$ cat src/rtl/useq_sequencer.sv
// Microsequencer: produces the micro-address q from a writable opcode map, micro-jumps,
// and a bounded call/return stack with sticky overflow/underflow flagging.
module useq_sequencer #(
  parameter int OPCODE_BITS = 2,
  parameter int N           = 4,
  parameter int DEPTH       = 2,
  parameter int MAP_BASE    = 3,
  parameter int MAP_STRIDE  = 2
) (
  input  logic                   clk,
  input  logic                   rst,
  input  logic                   clr,
  input  logic                   en,
  input  logic [2:0]             sel,
  input  logic [OPCODE_BITS-1:0] opcode,
  input  logic [N-1:0]           jmp_addr,
  input  logic                   cond,
  input  logic                   map_we,
  input  logic [OPCODE_BITS-1:0] map_idx,
  input  logic [N-1:0]           map_wdata,
  output logic [N-1:0]           q,
  output logic                   stack_full,
  output logic                   stack_empty,
  output logic                   err
);

  typedef enum logic [2:0] {
    SEL_HOLD = 3'b000,
    SEL_INC  = 3'b001,
    SEL_MAP  = 3'b010,
    SEL_JMP  = 3'b011,
    SEL_CJMP = 3'b100,
    SEL_CALL = 3'b101,
    SEL_RET  = 3'b110,
    SEL_RSVD = 3'b111
  } sel_e;

  localparam int MAP_ENTRIES = 1 << OPCODE_BITS;
  localparam int SPW         = $clog2(DEPTH + 1);
  // Storage is rounded up to a power of two so the pointer indexes it at full width.
  localparam int SLOTS       = 1 << SPW;
  localparam logic [SPW-1:0] SP_FULL = SPW'(DEPTH);

  logic [N-1:0]   map_q [MAP_ENTRIES];
  logic [N-1:0]   stk_q [SLOTS];
  logic [SPW-1:0] sp_q;
  logic [SPW-1:0] top_idx;
  logic [N-1:0]   q_inc;
  logic [N-1:0]   q_nxt;
  logic           push;
  logic           pop;
  logic           err_set;

  assign stack_full  = (sp_q == SP_FULL);
  assign stack_empty = (sp_q == '0);
  assign top_idx     = sp_q - SPW'(1);
  assign q_inc       = q + N'(1);

  // NOTE: every signal written here gets a default first, so no path leaves one unassigned and no latch is inferred.
  always_comb begin
    q_nxt   = q;
    push    = 1'b0;
    pop     = 1'b0;
    err_set = 1'b0;
    if (clr) begin
      q_nxt = '0;
    end else if (en) begin
      unique case (sel_e'(sel))
        SEL_HOLD: q_nxt = q;
        SEL_INC:  q_nxt = q_inc;
        SEL_MAP:  q_nxt = map_q[opcode];
        SEL_JMP:  q_nxt = jmp_addr;
        SEL_CJMP: q_nxt = cond ? jmp_addr : q_inc;
        SEL_CALL: begin
          if (stack_full) begin
            err_set = 1'b1;
          end else begin
            push  = 1'b1;
            q_nxt = jmp_addr;
          end
        end
        SEL_RET: begin
          if (stack_empty) begin
            err_set = 1'b1;
          end else begin
            pop   = 1'b1;
            q_nxt = stk_q[top_idx];
          end
        end
        SEL_RSVD: q_nxt = q;
        default:  q_nxt = q;
      endcase
    end
  end

  // NOTE: sequential state uses non-blocking assignments so every register samples pre-edge values.
  always_ff @(posedge clk or negedge rst) begin
    if (!rst) begin
      q    <= '0;
      sp_q <= '0;
      err  <= 1'b0;
    end else begin
      q <= q_nxt;
      if (clr)       sp_q <= '0;
      else if (push) sp_q <= sp_q + SPW'(1);
      else if (pop)  sp_q <= top_idx;
      if (err_set)   err  <= 1'b1;
    end
  end

  // NOTE: the map has architected reset contents, so it is reset; the stack storage is not, since the pointer alone defines which entries are valid.
  always_ff @(posedge clk or negedge rst) begin
    if (!rst) begin
      for (int i = 0; i < MAP_ENTRIES; i++) begin
        map_q[i] <= N'(MAP_BASE + i * MAP_STRIDE);
      end
    end else if (map_we) begin
      map_q[map_idx] <= map_wdata;
    end
  end

  always_ff @(posedge clk) begin
    if (push) stk_q[sp_q] <= q_inc;
  end

endmodule
$ cat config.mk
export PLATFORM = sky130hd
export DESIGN_NAME = useq_sequencer
export DESIGN_NICKNAME = d
export VERILOG_FILES = /design/src/rtl/useq_sequencer.sv
export SDC_FILE = /design/constraint.sdc
export NUM_CORES = 1
export LEC_CHECK = 0
export ABC_AREA = 1
export CORE_UTILIZATION = 54
export DETAILED_ROUTE_END_ITERATION = 8
export PLACE_DENSITY = 0.79
export SLEW_MARGIN = 0
export SYNTH_ARGS = -nofsm -noshare
export SYNTH_HDL_FRONTEND = slang
export SYNTH_SLANG_ARGS = --single-unit
$ cat constraint.sdc
create_clock -name clk -period 2.3 [get_ports clk]
set_input_delay 0.345 -clock clk [delete_from_list [all_inputs] [get_ports clk]]
set_output_delay 0.345 -clock clk [all_outputs]
set_load 0.05 [all_outputs]
==> run summary <==
impl run done, here's what came out: status=completed, Slew HR=between 60% and 70%, largest net degree at the start of global routing=24, ys flop type=edfxtp_1, Max Freq=515.0 MHz, flip-flops=39, CTS root buffer=clkbuf_8, GRT met3 Usage=under 10%, GRT met2 Usage=34.61%, Async SR Flop Fraction=58.97%, syn_area_per_cell=7.796 µm², M1 wire length=2.070 mm, CP max stage delay=850 ps, crit path launch type=flop, Num CTS Buffers=5, slowest CP cell=clkdlybuf4s50_1, top-count cell post-synth=nand2_1, GP Congestion=0.8639, Mux cell area share=0%, clk_skew=5.577 ps, Post-Syn Area=2097 µm², gr ovfl total=0, CP Cell Sequence=clkdlybuf4s50_1, die span in y=64.32 µm, cells in synth_stat.txt=269, count of library flops with an enable pin=16, num ports=28, Worst Setup End Kind=output pin, Final Critical Period=between 1500 and 2000 ps, DR WL met2=roughly 2.0 mm, Sequential Power Share=52.0%, comb pwr=0.000313 W, Max-Cap Viols=0, share of cells above drive strength 1=9.121%, static leakage=roughly 1.2 nW, synth warn=0, number of remaining DRC errors=0, sw power=0.0004585 W, top flop regs=map_q (16), stk_q (16), q (4), non-clock buffer count=29, delay-heaviest family, CP=buffers and inverters, die area=4136 µm², Yosys chip area=between 2000 and 2500 µm², Routed Antenna Nets=0, Worst R2R End=q[0], core area=3689 µm², r2r startpoint=sp_q[0], Port Buffers=27, clk tree area frac=3.610%, top cells by count=82 x nand2_1, 38 x nor2_1, 37 x o21ai_0, 34 x inv_1, 16 x edfxtp_1, Tap Cells=48, RSZ-0062 raised after global routing=no, Seq power=0.000847 W, Max FO, Critical Path=7, CP Data Required Time=1960 ps, Seq/Total Area, Yosys=between 50 and 60%, drt first pass iters=4, Worst R2R Setup Slack=~570 ps, inverter count=35, worst reg-to-reg path cell count=9, Cell Int Power=approximately 0.0012 W, max layer used=met4, Setup WS pre-CTS=between 300 and 400 ps, Sw Share=about 28%, CP arrival=approximately 1600 ps, GR peak layer=met2, NonClk Buf Share=11.08%, Die X=around 64 µm, Cell area leaders=edfxtp_1 23%, dfrtp_1 17%, nand2_1 15%
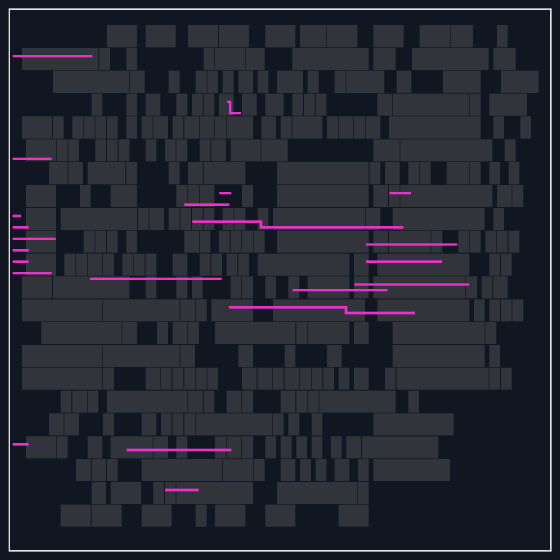
**Above:** M3 wires.
Cells faint in the background.
- share of all routed wire: 3.9%
- nets with wire on the layer: 19

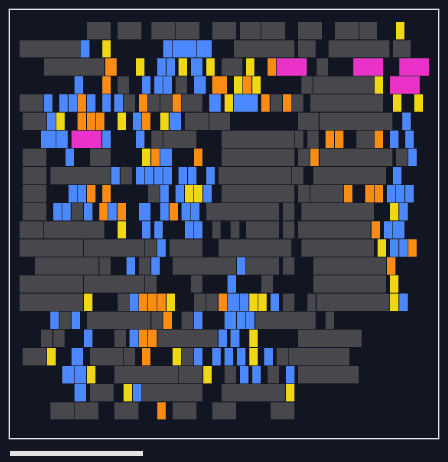
**Above:** gate families picked out.
The bar under the picture is 20 µm long.
- magenta: fa/ha/maj cells (cells 5; most used ha_1)
- orange: nor cells (cells 40; most used nor2_1)
- blue: nand cells (cells 100; most used nand2_1; where spread over the die)
- yellow: inv cells (cells 35; most used inv_1; where spread over the die)
Comb area share: 35.56%
Layout Cells excl Fill: 355
most frequent logic cell in the layout: nand2_1

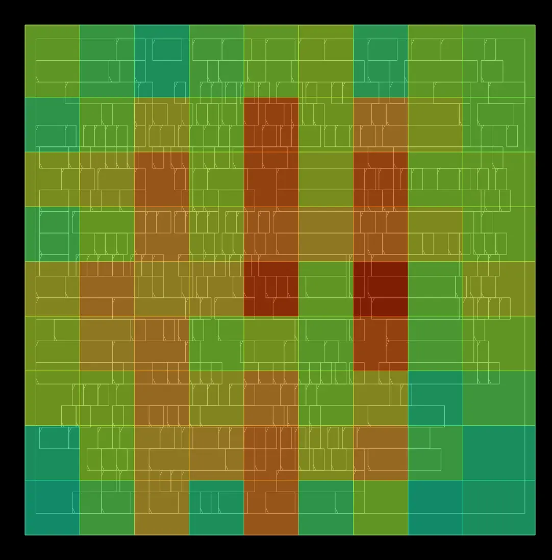
**Above:** routing congestion.
post-layout util: 68.59%
grt met1 use: 32.24%

No activity file was given, so power comes from the tool's default toggle rates.
